===== src/rtl/uart_pkg.sv =====
// rtl/uart_pkg.sv - arbiter state type, header marker and round-robin pick helper
package uart_pkg;

  typedef enum logic [1:0] {IDLE, HDR, GRANT, DRAIN} arb_state_e;

  localparam logic [3:0] HDR_MARKER = 4'hA;

  // First set bit of req strictly after 'last', searching upward with wrap over num_ch entries.
  function automatic logic [3:0] rr_next(input logic [15:0] req, input logic [3:0] last,
                                         input int num_ch);
    logic [3:0] idx;
    rr_next = last;
    for (int k = 16; k >= 1; k--) begin
      if (k <= num_ch) begin
        idx = 4'((int'(last) + k) % num_ch);
        if (req[idx]) rr_next = idx;
      end
    end
  endfunction

endpackage


===== src/rtl/uart_rr_pick.sv =====
// rtl/uart_rr_pick.sv - combinational round-robin request picker
module uart_rr_pick
  import uart_pkg::*;
#(
  parameter int NUM_CH = 4,
  parameter int IDX_W  = $clog2(NUM_CH)
) (
  input  logic [NUM_CH-1:0] req,
  input  logic [IDX_W-1:0]  last,
  output logic [IDX_W-1:0]  pick,
  output logic              any_req
);

  assign pick    = IDX_W'(rr_next(16'(req), 4'(last), NUM_CH));
  assign any_req = |req;

endmodule


===== src/rtl/uart_tx_arbiter.sv =====
// rtl/uart_tx_arbiter.sv - packet-granular round-robin arbiter feeding uart_tx; UART_ARB_HDR_EN prefixes each grant with a header byte
module uart_tx_arbiter
  import uart_pkg::*;
#(
  parameter int NUM_CH       = 4,
  parameter int DATA_WIDTH   = 8,
  parameter int MAX_BURST    = 64,
  parameter int IDLE_TIMEOUT = 1024
) (
  input  logic                         clk,
  input  logic                         rst_n,
  input  logic [NUM_CH*DATA_WIDTH-1:0] s_axis_tdata,
  input  logic [NUM_CH-1:0]            s_axis_tvalid,
  input  logic [NUM_CH-1:0]            s_axis_tlast,
  output logic [NUM_CH-1:0]            s_axis_tready,
  output logic [DATA_WIDTH-1:0]        m_axis_tdata,
  output logic                         m_axis_tvalid,
  input  logic                         m_axis_tready,
  output logic [$clog2(NUM_CH)-1:0]    grant_id,
  output logic                         busy
);

  localparam int IDX_W  = $clog2(NUM_CH);
  localparam int BEAT_W = $clog2(MAX_BURST + 1);
  localparam int IDLE_W = $clog2(IDLE_TIMEOUT);
  localparam logic [BEAT_W-1:0] BEAT_LAST = BEAT_W'(MAX_BURST);
  localparam logic [IDLE_W-1:0] IDLE_LAST = IDLE_W'(IDLE_TIMEOUT - 1);

  arb_state_e            state_q, state_d;
  logic [IDX_W-1:0]      grant_q, grant_d;
  logic [BEAT_W-1:0]     beat_cnt_q, beat_cnt_d;
  logic [IDLE_W-1:0]     idle_cnt_q, idle_cnt_d;
  logic [DATA_WIDTH-1:0] tdata_q, tdata_d;
  logic                  tvalid_q, tvalid_d;

  logic                  out_ready, any_req, g_valid, g_last, g_accept;
  logic [IDX_W-1:0]      pick;
  logic [DATA_WIDTH-1:0] g_data;

  uart_rr_pick #(.NUM_CH(NUM_CH), .IDX_W(IDX_W)) u_pick (
    .req     (s_axis_tvalid),
    .last    (grant_q),
    .pick    (pick),
    .any_req (any_req)
  );

  assign out_ready = !tvalid_q || m_axis_tready;
  assign g_valid   = s_axis_tvalid[grant_q];
  assign g_last    = s_axis_tlast[grant_q];
  assign g_data    = s_axis_tdata[int'(grant_q)*DATA_WIDTH +: DATA_WIDTH];
  assign g_accept  = (state_q == GRANT) && g_valid && out_ready;

  always_comb begin
    s_axis_tready = '0;
    if (state_q == GRANT) s_axis_tready[grant_q] = out_ready;
  end

  always_comb begin
    state_d    = state_q;
    grant_d    = grant_q;
    beat_cnt_d = beat_cnt_q;
    idle_cnt_d = idle_cnt_q;
    tdata_d    = tdata_q;
    tvalid_d   = tvalid_q && !m_axis_tready;
    unique case (state_q)
      IDLE: begin
        if (any_req) begin
          grant_d    = pick;
          beat_cnt_d = '0;
          idle_cnt_d = '0;
`ifdef UART_ARB_HDR_EN
          state_d    = HDR;
`else
          state_d    = GRANT;
`endif
        end
      end
      HDR: begin
        if (out_ready) begin
          tdata_d  = DATA_WIDTH'({HDR_MARKER, 4'(grant_q)});
          tvalid_d = 1'b1;
          state_d  = GRANT;
        end
      end
      GRANT: begin
        // An accepted beat always wins over an expiring idle timer.
        if (g_accept) begin
          tdata_d    = g_data;
          tvalid_d   = 1'b1;
          beat_cnt_d = beat_cnt_q + 1'b1;
          idle_cnt_d = '0;
          if (g_last || beat_cnt_d == BEAT_LAST) state_d = DRAIN;
        end else if (!g_valid) begin
          if (idle_cnt_q == IDLE_LAST) state_d = DRAIN;
          else idle_cnt_d = idle_cnt_q + 1'b1;
        end
      end
      DRAIN: begin
        if (out_ready) state_d = IDLE;
      end
      default: state_d = IDLE;
    endcase
  end

  always_ff @(posedge clk or negedge rst_n) begin
    if (!rst_n) begin
      state_q    <= IDLE;
      grant_q    <= IDX_W'(NUM_CH - 1);
      beat_cnt_q <= '0;
      idle_cnt_q <= '0;
      tdata_q    <= '0;
      tvalid_q   <= 1'b0;
    end else begin
      state_q    <= state_d;
      grant_q    <= grant_d;
      beat_cnt_q <= beat_cnt_d;
      idle_cnt_q <= idle_cnt_d;
      tdata_q    <= tdata_d;
      tvalid_q   <= tvalid_d;
    end
  end

  assign m_axis_tdata  = tdata_q;
  assign m_axis_tvalid = tvalid_q;
  assign grant_id      = grant_q;
  assign busy          = (state_q != IDLE) || tvalid_q;

endmodule


===== config.mk =====
export PLATFORM = sky130hd
export DESIGN_NAME = uart_tx_arbiter
export DESIGN_NICKNAME = d
export VERILOG_FILES = /design/src/rtl/uart_pkg.sv /design/src/rtl/uart_rr_pick.sv /design/src/rtl/uart_tx_arbiter.sv
export SDC_FILE = /design/constraint.sdc
export NUM_CORES = 1
export LEC_CHECK = 0
export ABC_AREA = 1
export CORE_ASPECT_RATIO = 0.8
export CORE_MARGIN = 2
export CORE_UTILIZATION = 53
export CTS_CLUSTER_SIZE = 28
export DETAILED_ROUTE_END_ITERATION = 8
export GPL_ROUTABILITY_DRIVEN = 1
export PLACE_DENSITY = 0.88
export SLEW_MARGIN = 0
export SYNTH_ARGS = -nofsm -noshare
export SYNTH_HDL_FRONTEND = slang
export SYNTH_SLANG_ARGS = --single-unit

===== constraint.sdc =====
create_clock -name clk -period 6.1 [get_ports clk]
set_clock_uncertainty 0.05 [all_clocks]
set_input_delay 1.22 -clock clk [delete_from_list [all_inputs] [get_ports clk]]
set_output_delay 1.22 -clock clk [all_outputs]
set_load 0.05 [all_outputs]

Figure 1. Where the registers sit.
Scale: 8 px per micron.
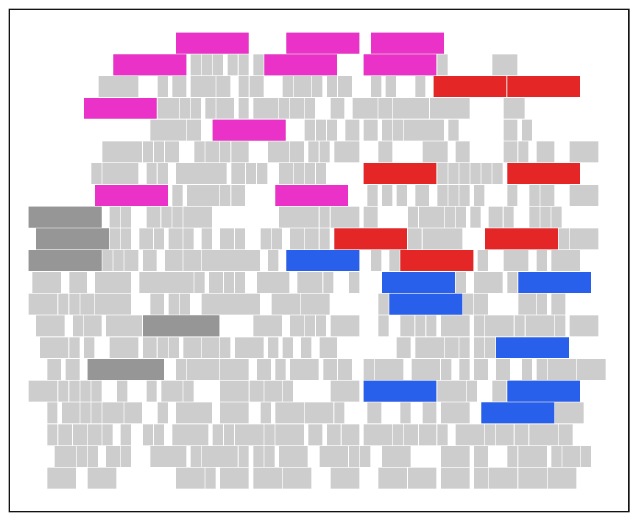
| netlist name | color | placed flops |
|---|---|---|
| `m_axis_tdata` | blue | 8 |
| `beat_cnt_q` | red | 7 |
| `idle_cnt_q` | magenta | 10 |
not colored: 5
storage element area: 753.2 sq um
final core occ: 71.13%
Seq power: 0.338 mW
sequential cell area share: 25.51%

Figure 2. Placed standard cells.
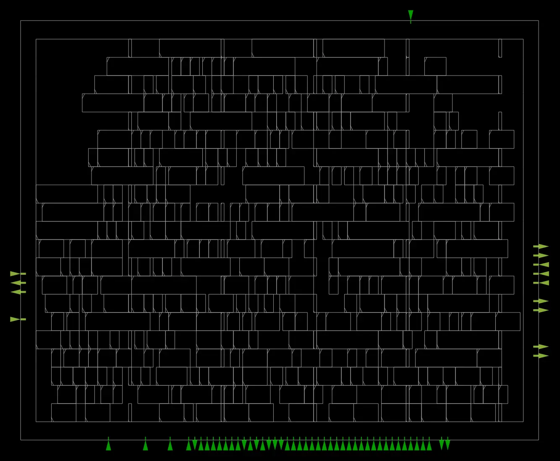
core footprint: 0.004151 sq mm
standard-cell row count: 21
fill count: 352

Figure 3. Signal metal coverage by tile.
Scale: 4 px per micron. 15 x 13 tiles, from dark blue (low) to red (high), scaled to the fullest tile. Values are wire area over tile area, all layers added.
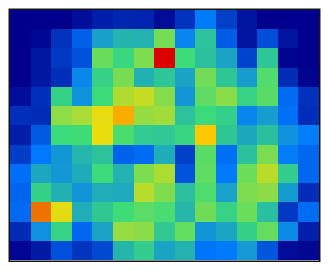
nearly empty tiles: 8.2%
fullest tile: 0.58
tiles over half the peak: 24%
emptiest ninth of the die: top left
mean over tiles: 0.20
GRT Overall Usage: 27.14%
Avg WL per Cell: 13.67 microns
total number of vias: 2328

-- stage by stage --
stage          util [%]  hold WS [ps]
2_1_floorplan         -         417.7
3_3_place_gp      68.84         413.6
3_5_place_dp      68.84         420.5
4_1_cts           71.13         437.4
5_1_grt           71.13         481.2
6_report          71.13         440.7
-- metal layers --
layer	track usage [%]	wire length [microns]	vias to the layer above
met5	0	0	-
met4	10.27	99	0
li1	-	-	1167
met2	46.52	3062	63
met3	5.058	241	12
met1	34.04	2610	1086
-- cells by family after synthesis --
family | after synthesis | synth area share (%)
fa+ha+maj | 10 | 5.498
compound gates | 42 | 11.27
flops | 30 | 33.10
simple gates | 200 | 39.69
buf+inv | 38 | 8.136
xor+xnor | 6 | 2.309
==> flow_metrics.py <==
# Metrics from the implementation run
metrics = {
    "power": {
        "pg_comb_mw": 0.881,
        "p_clk_mw": 0.170,
        "power_mw": 1.389,
        "p_comb_share_pct": 63.4,
        "power_leader": "combinational cells",
        "pwr-share-seq_pct": 24.3,
        "cellLeakagePower_nw": 1.396,
        "p_per_area_mw_per_mm2": 470.3,
    },
    "worst_setup_path": {
        "critPathSlowestCell": "clkdlybuf4s50_1",
        "r2r_end": "m_axis_tdata[6]$_DFFE_PN0P_",
        "path_depth": 6,
        "cp_common_cell": "clkdlybuf4s50_1",
        "r2r_setup_slack_ps": 3190,
        "required_ps": 4830,
        "worstSetupPathType": "in -> out",
        "cp-endpoint": "s_axis_tready[3]",
        "crit_arrival_ps": 2960,
        "cp-end-kind": "output port",
        "path_cells": "clkdlybuf4s50_1 > nor2_2 > inv_2 > nand2_1 > nor2_1 > clkdlybuf4s50_1",
        "r2r_cells": 12,
        "worstPathMaxFanout": 5,
        "crit_family": "buffers and inverters",
    },
    "cells_and_area": {
        "buffer_area_share_pct": 19.92,
        "clkCellAreaFrac_pct": 3.220,
        "clkbuf_count": 6,
        "fin_cells": 440,
        "n_all_buffers": 59,
        "logic_area_sq_mm": 0.001338,
        "flops": 30,
        "drive_gt1_share_pct": 8.355,
        "largest_register_ffs": 10,
        "n_all_inverters": 28,
        "regMostFlops": "idle_cnt_q",
        "multi_input_comb_cells": 258,
        "largestClassByArea": "combinational gates",
        "comb_area_share_pct": 45.30,
    },
    "synthesis": {
        "ys_cells": 326,
        "flop_cell": "dfrtp_1",
        "ys_area_sq_mm": 0.002276,
        "synth.top_cell.area_share_pct": 30.79,
        "edf_count": 0,
        "syn_area_sq_mm": 0.002276,
        "yosys.cell_count.top_type": "nand2_1",
        "synth_flops": 30,
        "top_cells_by_count": "nand2_1 (105), nor2_1 (39), nand3_1 (34)",
        "top_area_cell": "dfrtp_1",
        "synth_area_per_cell_sq_um": 6.981,
        "yosysWarningCount": 0,
        "synth_cell_types": 38,
        "area_leaders": "dfrtp_1 (31%), nand2_1 (17%), nand3_1 (7.5%), nor2_1 (6.4%), ha_1 (5.5%)",
    },
    "drt": {
        "routed_via_density": 5.291,
        "wl_microns": 6015,
        "first_pass_iters": 5,
    },
    "cts": {
        "clock-sinks": 30,
        "cts_hold_buf": 0,
        "cts_buffers": 5,
        "htree_levels": 2,
        "post-cts-setup-buffers": 0,
        "cts-root-buf": "clkbuf_8",
    },
    "sta": {
        "relSlewSlack_pct": 56.57,
        "rsz0062_at_grt": "false",
        "fmax_ghz": 0.2362,
        "period_used_pct": 69.41,
        "drv_slew": 0,
        "final-setup-viol-count": 0,
        "setup_ws_ps": 1866,
        "hold_viol": 0,
        "worstMarginPinSlew_ps": 651.4,
        "finalSetupTns_ps": 0,
    },
    "worst_hold_path": {
        "whs_endpoint": "m_axis_tdata[4]$_DFFE_PN0P_",
        "holdPathStages": 2,
        "hold_class": "reg -> reg",
        "worstHoldStart": "m_axis_tdata[4]$_DFFE_PN0P_",
    },
    "run_status": {
        "status": "completed",
    },
    "placed_design": {
        "port_buffers": 58,
        "place_congestion": 0.8597,
        "dp_slack_ps": 1869,
        "place_hpwl_microns": 4397,
    },
    "floorplanning": {
        "chip_area_sq_mm": 0.004838,
        "initCoreUtil_pct": 54.82,
        "taps": 57,
        "die_h_microns": 62.61,
        "die_w_microns": 77.27,
    },
    "run": {
        "warnings": 32,
        "drv_cap": 0,
    },
    "global_routing": {
        "grt_start_max_net_pins": 31,
        "grt_pass1_wl_microns": 10520,
        "antenna_found_initial": 0,
        "grt_overflow_total": 0,
        "grt_pass1_vias": 2349,
    },
}
Power is estimated from default activity; no workload was simulated.
